[src/rtl/cpu_lsu_pkg.sv]
// Shared types for the load/store unit: FSM states and access sizes.
package pkg_cpu_typedefs;

   typedef enum logic [1:0] {IDLE, REQ, WAIT, DONE} lsu_state_t;

   typedef enum logic [1:0] {LSU_B, LSU_H, LSU_W, LSU_D} lsu_size_t;

endpackage

[src/rtl/cpu_lsu_align.sv]
// Combinational lane logic for the LSU: alignment/size legality, byte enables,
// store data lane shift and load data extraction with sign/zero extension.
module cpu_lsu_align
   import pkg_cpu_typedefs::*;
#(
   parameter int ADDR_WIDTH = 32,
   parameter int DATA_WIDTH = 32
) (
   input  logic [2:0]              chk_off_i,
   input  logic [1:0]              chk_size_i,
   output logic                    chk_bad_o,
   input  logic [ADDR_WIDTH-1:0]   addr_i,
   input  logic [1:0]              size_i,
   input  logic                    uns_i,
   input  logic [DATA_WIDTH-1:0]   wdata_i,
   input  logic [DATA_WIDTH-1:0]   rdata_i,
   output logic [ADDR_WIDTH-1:0]   addr_o,
   output logic [DATA_WIDTH/8-1:0] be_o,
   output logic [DATA_WIDTH-1:0]   wdata_o,
   output logic [DATA_WIDTH-1:0]   rdata_o
);

   localparam int NB   = DATA_WIDTH / 8;
   localparam int OFFW = $clog2(NB);

   logic [OFFW-1:0]       off;
   logic [OFFW+2:0]       bit_sh;
   logic [NB-1:0]         base_be;
   logic [DATA_WIDTH-1:0] rd_sh;

   function automatic logic [DATA_WIDTH-1:0] extend(input logic [DATA_WIDTH-1:0] v,
                                                    input lsu_size_t sz,
                                                    input logic uns);
      logic [DATA_WIDTH-1:0] r;
      r = v;
      case (sz)
         LSU_B: begin
            if (uns) r = DATA_WIDTH'(v[7:0]);
            else     r = DATA_WIDTH'($signed(v[7:0]));
         end
         LSU_H: begin
            if (uns) r = DATA_WIDTH'(v[15:0]);
            else     r = DATA_WIDTH'($signed(v[15:0]));
         end
         LSU_W: begin
            if (uns) r = DATA_WIDTH'(v[31:0]);
            else     r = DATA_WIDTH'($signed(v[31:0]));
         end
         default: r = v;
      endcase
      return r;
   endfunction

   assign off     = addr_i[OFFW-1:0];
   assign bit_sh  = {off, 3'b000};
   assign addr_o  = addr_i & ~ADDR_WIDTH'(NB - 1);
   assign wdata_o = wdata_i << bit_sh;
   assign rd_sh   = rdata_i >> bit_sh;
   assign be_o    = base_be << off;
   assign rdata_o = extend(rd_sh, lsu_size_t'(size_i), uns_i);

   // Dword is only a legal size when the bus is 64 bits wide.
   always_comb begin
      chk_bad_o = 1'b0;
      case (lsu_size_t'(chk_size_i))
         LSU_B:   chk_bad_o = 1'b0;
         LSU_H:   chk_bad_o = chk_off_i[0];
         LSU_W:   chk_bad_o = |chk_off_i[1:0];
         default: chk_bad_o = (DATA_WIDTH != 64) || (chk_off_i != 3'b000);
      endcase
   end

   always_comb begin
      base_be = '1;
      case (lsu_size_t'(size_i))
         LSU_B:   base_be = NB'(1);
         LSU_H:   base_be = NB'(3);
         LSU_W:   base_be = NB'(15);
         default: base_be = '1;
      endcase
   end

endmodule

[src/rtl/cpu_lsu.sv]
// Load/store unit: accepts one core access at a time, runs it over a req/gnt/rvalid
// memory bus with a timeout, and returns a one-cycle done pulse with error and load data.
module cpu_lsu
   import pkg_cpu_typedefs::*;
#(
   parameter int ADDR_WIDTH     = 32,
   parameter int DATA_WIDTH     = 32,
   parameter int TIMEOUT_CYCLES = 16
) (
   input  logic                    sys_clk,
   input  logic                    sys_rst,
   input  logic                    core_req,
   input  logic                    core_we,
   input  logic [1:0]              core_size,
   input  logic                    core_uns,
   input  logic [ADDR_WIDTH-1:0]   core_addr,
   input  logic [DATA_WIDTH-1:0]   core_wdata,
   output logic                    core_busy,
   output logic                    core_done,
   output logic                    core_err,
   output logic [DATA_WIDTH-1:0]   core_rdata,
   output logic                    bus_req,
   input  logic                    bus_gnt,
   output logic                    bus_we,
   output logic [ADDR_WIDTH-1:0]   bus_addr,
   output logic [DATA_WIDTH/8-1:0] bus_be,
   output logic [DATA_WIDTH-1:0]   bus_wdata,
   input  logic                    bus_rvalid,
   input  logic [DATA_WIDTH-1:0]   bus_rdata
);

   localparam int NB    = DATA_WIDTH / 8;
   localparam int CNT_W = $clog2(TIMEOUT_CYCLES);

   lsu_state_t            state_q, state_d;
   logic [CNT_W-1:0]      cnt_q, cnt_d;
   logic                  we_q, we_d;
   lsu_size_t             size_q, size_d;
   logic                  uns_q, uns_d;
   logic [ADDR_WIDTH-1:0] addr_q, addr_d;
   logic [DATA_WIDTH-1:0] wdata_q, wdata_d;
   logic                  err_q, err_d;
   logic [DATA_WIDTH-1:0] rdata_q, rdata_d;

   logic                  chk_bad;
   logic                  cnt_last;
   logic [ADDR_WIDTH-1:0] lane_addr;
   logic [NB-1:0]         lane_be;
   logic [DATA_WIDTH-1:0] lane_wdata;
   logic [DATA_WIDTH-1:0] lane_rdata;

   cpu_lsu_align #(
      .ADDR_WIDTH (ADDR_WIDTH),
      .DATA_WIDTH (DATA_WIDTH)
   ) u_align (
      .chk_off_i  (core_addr[2:0]),
      .chk_size_i (core_size),
      .chk_bad_o  (chk_bad),
      .addr_i     (addr_q),
      .size_i     (size_q),
      .uns_i      (uns_q),
      .wdata_i    (wdata_q),
      .rdata_i    (bus_rdata),
      .addr_o     (lane_addr),
      .be_o       (lane_be),
      .wdata_o    (lane_wdata),
      .rdata_o    (lane_rdata)
   );

   assign cnt_last   = (cnt_q == CNT_W'(TIMEOUT_CYCLES - 1));

   assign core_busy  = (state_q != IDLE);
   assign core_done  = (state_q == DONE);
   assign core_err   = core_done & err_q;
   assign core_rdata = core_done ? rdata_q : '0;

   // Bus outputs are forced to zero outside REQ so the bus sees nothing stale.
   assign bus_req    = (state_q == REQ);
   assign bus_we     = bus_req & we_q;
   assign bus_addr   = bus_req ? lane_addr  : '0;
   assign bus_be     = bus_req ? lane_be    : '0;
   assign bus_wdata  = bus_req ? lane_wdata : '0;

   always_comb begin
      state_d = state_q;
      cnt_d   = cnt_q;
      we_d    = we_q;
      size_d  = size_q;
      uns_d   = uns_q;
      addr_d  = addr_q;
      wdata_d = wdata_q;
      err_d   = err_q;
      rdata_d = rdata_q;
      case (state_q)
         IDLE: begin
            if (core_req) begin
               err_d   = 1'b0;
               rdata_d = '0;
               if (chk_bad) begin
                  err_d   = 1'b1;
                  state_d = DONE;
               end else begin
                  we_d    = core_we;
                  size_d  = lsu_size_t'(core_size);
                  uns_d   = core_uns;
                  addr_d  = core_addr;
                  wdata_d = core_wdata;
                  cnt_d   = '0;
                  state_d = REQ;
               end
            end
         end
         // Grant is checked before expiry so a grant in the last cycle still succeeds.
         REQ: begin
            if (bus_gnt) begin
               state_d = we_q ? DONE : WAIT;
               if (!cnt_last) cnt_d = cnt_q + CNT_W'(1);
            end else if (cnt_last) begin
               err_d   = 1'b1;
               state_d = DONE;
            end else begin
               cnt_d = cnt_q + CNT_W'(1);
            end
         end
         WAIT: begin
            if (bus_rvalid) begin
               rdata_d = lane_rdata;
               state_d = DONE;
            end else if (cnt_last) begin
               err_d   = 1'b1;
               state_d = DONE;
            end else begin
               cnt_d = cnt_q + CNT_W'(1);
            end
         end
         default: state_d = IDLE;
      endcase
   end

   always_ff @(posedge sys_clk) begin
      if (sys_rst) begin
         state_q <= IDLE;
         cnt_q   <= '0;
         we_q    <= 1'b0;
         size_q  <= LSU_B;
         uns_q   <= 1'b0;
         addr_q  <= '0;
         wdata_q <= '0;
         err_q   <= 1'b0;
         rdata_q <= '0;
      end else begin
         state_q <= state_d;
         cnt_q   <= cnt_d;
         we_q    <= we_d;
         size_q  <= size_d;
         uns_q   <= uns_d;
         addr_q  <= addr_d;
         wdata_q <= wdata_d;
         err_q   <= err_d;
         rdata_q <= rdata_d;
      end
   end

endmodule

[config.mk]
export PLATFORM = sky130hd
export DESIGN_NAME = cpu_lsu
export DESIGN_NICKNAME = d
export VERILOG_FILES = /design/src/rtl/cpu_lsu_pkg.sv /design/src/rtl/cpu_lsu_align.sv /design/src/rtl/cpu_lsu.sv
export SDC_FILE = /design/constraint.sdc
export NUM_CORES = 1
export LEC_CHECK = 0
export ABC_CLOCK_PERIOD_IN_PS = 2400
export CORE_MARGIN = 3
export CORE_UTILIZATION = 48
export CTS_BUF_LIST = sky130_fd_sc_hd__clkbuf_4
export CTS_CLUSTER_SIZE = 40
export DETAILED_ROUTE_END_ITERATION = 6
export PLACE_DENSITY = 0.93
export SLEW_MARGIN = 15
export SYNTH_ARGS = -nofsm -noshare
export SYNTH_HDL_FRONTEND = slang
export SYNTH_HIERARCHICAL = 1
export SYNTH_SLANG_ARGS = --single-unit
[constraint.sdc]
create_clock -name sys_clk -period 2.4 [get_ports sys_clk]
set_clock_uncertainty 0.2 [all_clocks]
set_input_delay 0.48 -clock sys_clk [delete_from_list [all_inputs] [get_ports sys_clk]]
set_output_delay 0.48 -clock sys_clk [all_outputs]
set_load 0.02 [all_outputs]
==> run_results.csv, run 1 <==
group,metric,value,unit
outcome,status,"finished, violations left",
outcome,violations,"negative setup slack",
synth,ys_sh_mux,5.87,%
drt,ant_nets,0,
placed_design,place_ws,4.80,ps
cts,clk_latency,470,ps
synth,top_cells_by_area,"dfxtp_1 34%, and2_1 11%, nand2_1 9.8%",
min_path,min_to,"err_q",
synth,synth.largest_area_cell,"dfxtp_1",
final_timing,max_freq,396,MHz
final_timing,hold_viol_final,0,
global_route,grt_max_degree,59,
worst_setup_path,cp-startpoint,"addr_q[0]",
synth,synth_warnings,6,
min_path,hold_depth,2,
final_timing,finalSetupViolCount,20,
worst_setup_path,crit_buf_inv,3,
worst_setup_path,crit_type,"register to output pin",
drt,via_per_inst,5.67,
final_timing,fin_crit_sh,105,%
synth,synth_cells,857,
final_timing,grt_setup_unrepaired,"yes",
floorplan,die_area,0.0146,mm2
finish,area_growth,39.2,%
cts,cts_tree,"built",
synth,ys_sh_adder,0.991,%
cts,clkSinkCount,107,
synth,ys.flops,107,
synth,synth_area,0.00631,mm2
final_timing,fin_setup_tns,-1130,ps
job,warnings,31,
synth,yosysMostFrequentCell,"nand2_1",
cts,cts_max_level,3,
synth,yosys-top-cells-count,"164 x nand2_1, 121 x a21oi_1, 110 x and2_1",
synth,avgSynthCellArea,7.36,um2
finish,layout_top_cell,"nand2_1",
min_path,holdCritStartpoint,"err_q",
pwr,power.total,0.00611,W
synth,synth_cell_types,42,
worst_setup_path,startpoint_type,"register",
floorplan,pin_count,210,
worst_setup_path,slowest_delay,400,ps
floorplan,fp_util,49.6,%
cts,root_buffer,"clkbuf_4",
global_route,grt_pass1_wl,31.2,mm
worst_setup_path,worstReg2RegEnd,"rdata_q[23]",
placed_design,place_congestion,0.923,
worst_setup_path,arrival,1840,ps
worst_setup_path,worst_path_most_repeated_cell,"buf_6",
finish,n_fill_cell,1029,
finish,final_util,69.0,%
pwr,p_per_area,696,mW/mm2
cts,cts_buffer_depth,2,
synth,yosysTopAreaCellShare,33.9,%
finish,nets,1128,
synth,ys_seq_share,33.9,%
final_timing,finalWorstSetupSlack,-122,ps
job,maxCapViolations,0,
finish,lay_top_cells,"162 x nand2_1, 118 x a21oi_1, 106 x and2_1",
worst_setup_path,crit_required,1720,ps
synth,ys_async_sr_fraction,0,%
final_timing,period_minus_slack,2520,ps
global_route,overflow,0,
drt,drc,0,
worst_setup_path,rr_startpoint,"addr_q[0]",
drt,first_iter_violations,743,
worst_setup_path,crit_path_cell_trace,"buf_6 > clkbuf_16 > mux2i_4 > nor2_1 > and2_1 > buf_6",
run 1: area by class of cell:
type	instances	area, um2	share of cell area [%]
multi-input combinational	633	3760	42.8
timing repair buffer	258	2480	28.2
sequential	107	2150	24.5
tap	172	215	2.45
clock buffer	11	82.6	0.940
clock inverter	5	53.8	0.613
inverter	9	33.8	0.385
antenna	1	2.50	0.0285
run 1: metrics by stage:
stage | hold WS [ps] | std cells | cell area [um2]
final | 257 | 1196 | 8780
after detailed placement | 240 | 1167 | 8390
after global placement | 237 | 1167 | 8390
after floorplan | 217 | 858 | 6310
after global routing | 276 | 1196 | 8780
after CTS | 260 | 1188 | 8530
run 1: tightest hold or removal path, stage by stage (launching register included):
cell	delay (ps)
dfxtp_1	340
inv_1	50
a21oi_1	50
run 1: cells by family (layout without fill, tap and decap cells):
family / count (synthesis) / in the layout
and+or+nand+nor: 373 / 373
DFF: 107 / 107
buffers and inverters: 118 / 283
AOI/OAI and AO/OA: 216 / 216
muxes: 37 / 37
other: 1 / 3
adders and majority gates: 5 / 5
run 1: state kept, by name (all words and copies together), names as in the netlist:
name and count:
addr_q 32, cnt_q 4, err_q 1, rdata_q 32
size_q 2, state_q 2, uns_q 1, wdata_q 32
we_q 1
run 1: layer usage:
metal | vias to the layer above | track usage (%) | wire length, um
li1 | 3178 | - | -
met1 | 3130 | 32.1 | 8260
met5 | - | 0 | 13
met3 | 85 | 5.80 | 1830
met4 | 2 | 13.6 | 1110
met2 | 386 | 43.4 | 10200
run 1: power by group:
group	switching (W)	internal, W
registers	0.000173	0.00199
clock network	0.000604	0.000337
logic	0.00176	0.00126
run 1: repair_timing:
action,in CTS,in global routing
gates cloned,2,4
setup buffers,3,5
gates resized,350,128
endpoints found under the hold margin,0,0
endpoints found under the setup margin,103,102
pin swaps,0,19
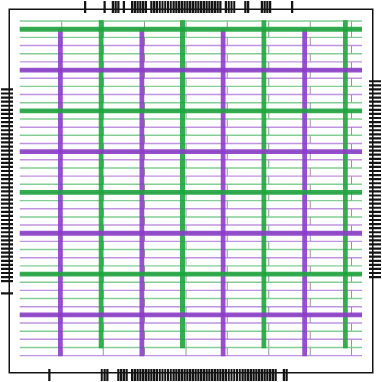
**Above:** run 1 (power grid).
Drawn at 3 px/um. Pins as bars on the die edge. Tap cells in gray.
| net | color |
|---|---|
| VDD | green |
| VSS | purple |
tap cells: 172
met4 straps: 8
CORE AREA: 0.0127 mm2
Peak VDD IR: 0.414 mV
Die Y: 121 um
die width: 121 um

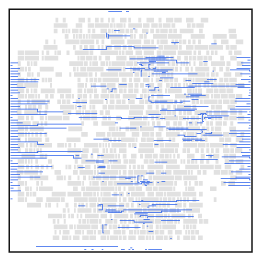
**Above:** run 1 (M3 wires).
Drawn at 2 px/um. Cells faint in the background.
longest straight run: 40.7 um
share of all routed wire: 8.5%
drt total wl: 21.4 mm
GR Util met3: 5.80%
vias: 6,781

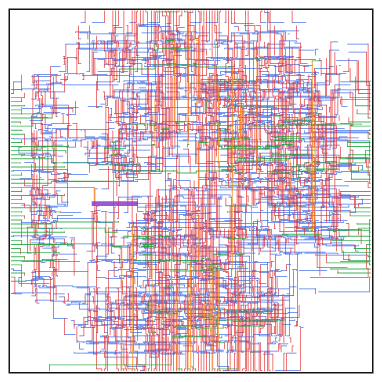
**Above:** run 1 (metal layers overlaid).
Drawn at 3 px/um.
| layer | color | wire length |
|---|---|---|
| metal 4 | orange | 1,110 um |
| metal 3 | green | 1,830 um |
| metal 2 | red | 10,200 um |
| metal 5 | purple | 13.8 um |
| metal 1 | blue | 8,260 um |
GRT Util Overall: 26.3%
wire per inst: 17.9 um

--- run 2 (diff from run 1) ---
Settings changed: PLACE_DENSITY 0.93 to default, PLACE_DENSITY_LB_ADDON from default to 0.15.
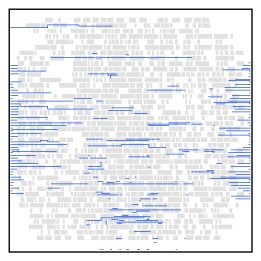
**Above:** run 2 (M3 wires).
Drawn at 2 px/um. Cells faint in the background.
wire length on this layer: 1,570 um
main direction: horizontal
longest straight run: 37.7 um
nets with wire on the layer: 162
vias: 6,657
drt total wl: 20.9 mm
GR Util met3: 7.62%

==> run_results.csv, run 2 <==
group,metric,value,unit
final_timing,finalWorstSetupSlack,-128,ps
job,maxCapViolations,0,
worst_setup_path,crit_path_cell_trace,"buf_12 > buf_12 > mux2i_4 > nor2_1 > and2_1 > buf_6",
pwr,vdd_drop_max,0.545,mV
cts,cts_max_level,3,
cts,clkSinkCount,107,
finish,antennaDiodeCount,0,
drt,met2WireLength,9.86,mm
final_timing,max_freq,396,MHz
cts,clk_latency,510,ps
finish,lay_top_cells,"164 x nand2_1, 118 x a21oi_1, 103 x clkdlybuf4s50_1",
outcome,status,"finished, violations left",
placed_design,dp_cells,1159,
synth,ys_sh_adder,0.991,%
finish,layout.cells.non_filler,1205,
worst_setup_path,slowest_delay,460,ps
global_route,overflow,0,
worst_setup_path,worst_path_most_repeated_cell,"buf_12",
final_timing,fin_setup_tns,-3330,ps
finish,final_util,71.4,%
drt,ant_nets,0,
worst_setup_path,arrival,1850,ps
synth,ys.flops,107,
drt,wl_per_cell,17.3,um
final_timing,fin_hold_ws,260,ps
synth,top_cells_by_area,"dfxtp_1 34%, and2_1 11%, nand2_1 9.8%",
worst_setup_path,crit_required,1720,ps
synth,yosys-top-cells-count,"164 x nand2_1, 121 x a21oi_1, 110 x and2_1",
synth,ys_seq_share,33.9,%
job,warnings,31,
finish,area_growth,43.9,%
synth,avgSynthCellArea,7.36,um2
finish,final-comb-area,0.00379,mm2
finish,n_fill_cell,1057,
final_timing,period_minus_slack,2530,ps
cts,root_buffer,"clkbuf_4",
floorplan,core,0.0127,mm2
floorplan,fp_util,49.6,%
synth,yosysMostFrequentCell,"nand2_1",
finish,layout_top_cell,"nand2_1",
finish,fin_area,0.00908,mm2
worst_setup_path,rr_startpoint,"addr_q[0]",
global_route,grt_pass1_wl,30.7,mm
drt,top_layer,"met5",
pwr,p_per_area,728,mW/mm2
outcome,violations,"negative setup slack",
synth,synth_warnings,6,
synth,ys_sh_mux,5.87,%
drt,via_per_inst,5.52,
finish,reg_top3,"addr_q (32), rdata_q (32), wdata_q (32)",
floorplan,die_area,0.0146,mm2
synth,yosysTopAreaCellShare,33.9,%
global_route,grt_max_degree,57,
worst_setup_path,worstReg2RegEnd,"rdata_q[23]",
drt,route.met3.wl,1.57,mm
drt,drc,0,
synth,synth_area,0.00631,mm2
cts,cts_tree,"built",
final_timing,grt_setup_unrepaired,"yes",
floorplan,pin_count,210,
final_timing,hold_viol_final,0,
finish,register_area,0.00216,mm2
synth,synth_cell_types,42,
placed_design,place_congestion,0.854,
worst_setup_path,crit_type,"register to output pin",
final_timing,fin_crit_sh,105,%
final_timing,finalSetupViolCount,60,
## run 2: cell counts after synthesis
Identical to the previous run, type by type.
## run 2: cell type report
type / instances / area share, %
Clock buffer: 9 / 0.744
Timing Repair Buffer: 267 / 29.9
Clock inverter: 7 / 1.12
Inverter: 9 / 0.400
Sequential cell: 107 / 23.8
Multi-Input combinational cell: 634 / 41.7
Tap cell: 172 / 2.37
## run 2: where the power goes
group | leakage, nW | switching [W] | internal, W | total [W]
combinational | 2.53 | 0.00185 | 0.00153 | 0.00337
sequential | 0.872 | 0.000177 | 0.00199 | 0.00216
clock | 0.0763 | 0.000647 | 0.000427 | 0.00107
total | 3.48 | 0.00267 | 0.00394 | 0.00661
## run 2: cells by family (layout without fill, tap and decap cells)
kind of cell | Yosys count | after routing
flops | 107 | 107
simple gates | 373 | 374
other cells | 1 | 2
buf+inv | 118 | 292
mux | 37 | 37
fa+ha+maj | 5 | 5
compound gates | 216 | 216
## run 2: worst min-delay path by stage
stage / startpoint / to / cells past startpoint
6_report: err_q / err_q / 2
5_1_grt: sys_rst / addr_q[12] / 2
4_1_cts: sys_rst / addr_q[15] / 2
3_5_place_dp: err_q / err_q / 2
3_3_place_gp: err_q / err_q / 2
2_1_floorplan: err_q / err_q / 2
## run 2: routing by layer
| layer | GRT usage [%] | up-vias |
|---|---|---|
| li1 | - | 3205 |
| met1 | 33.2 | 3145 |
| met2 | 42.4 | 254 |
| met3 | 7.62 | 51 |
| met4 | 7.29 | 2 |
| met5 | 0 | - |
## run 2: repair_timing
item | in CTS | in global routing
cloned | 7 | 3
pin swaps | 29 | 10
buffers inserted | 14 | 9
gates resized | 514 | 64
setup endpoints to repair | 103 | 92
## run 2: worst max-delay path: cells and delay by family (launching register included)
kind	cells	cell delay, ps
simple gates	2	230
mux	1	260
buf+inv	3	380
flops	1	460
Power and IR drop assume default switching activity.
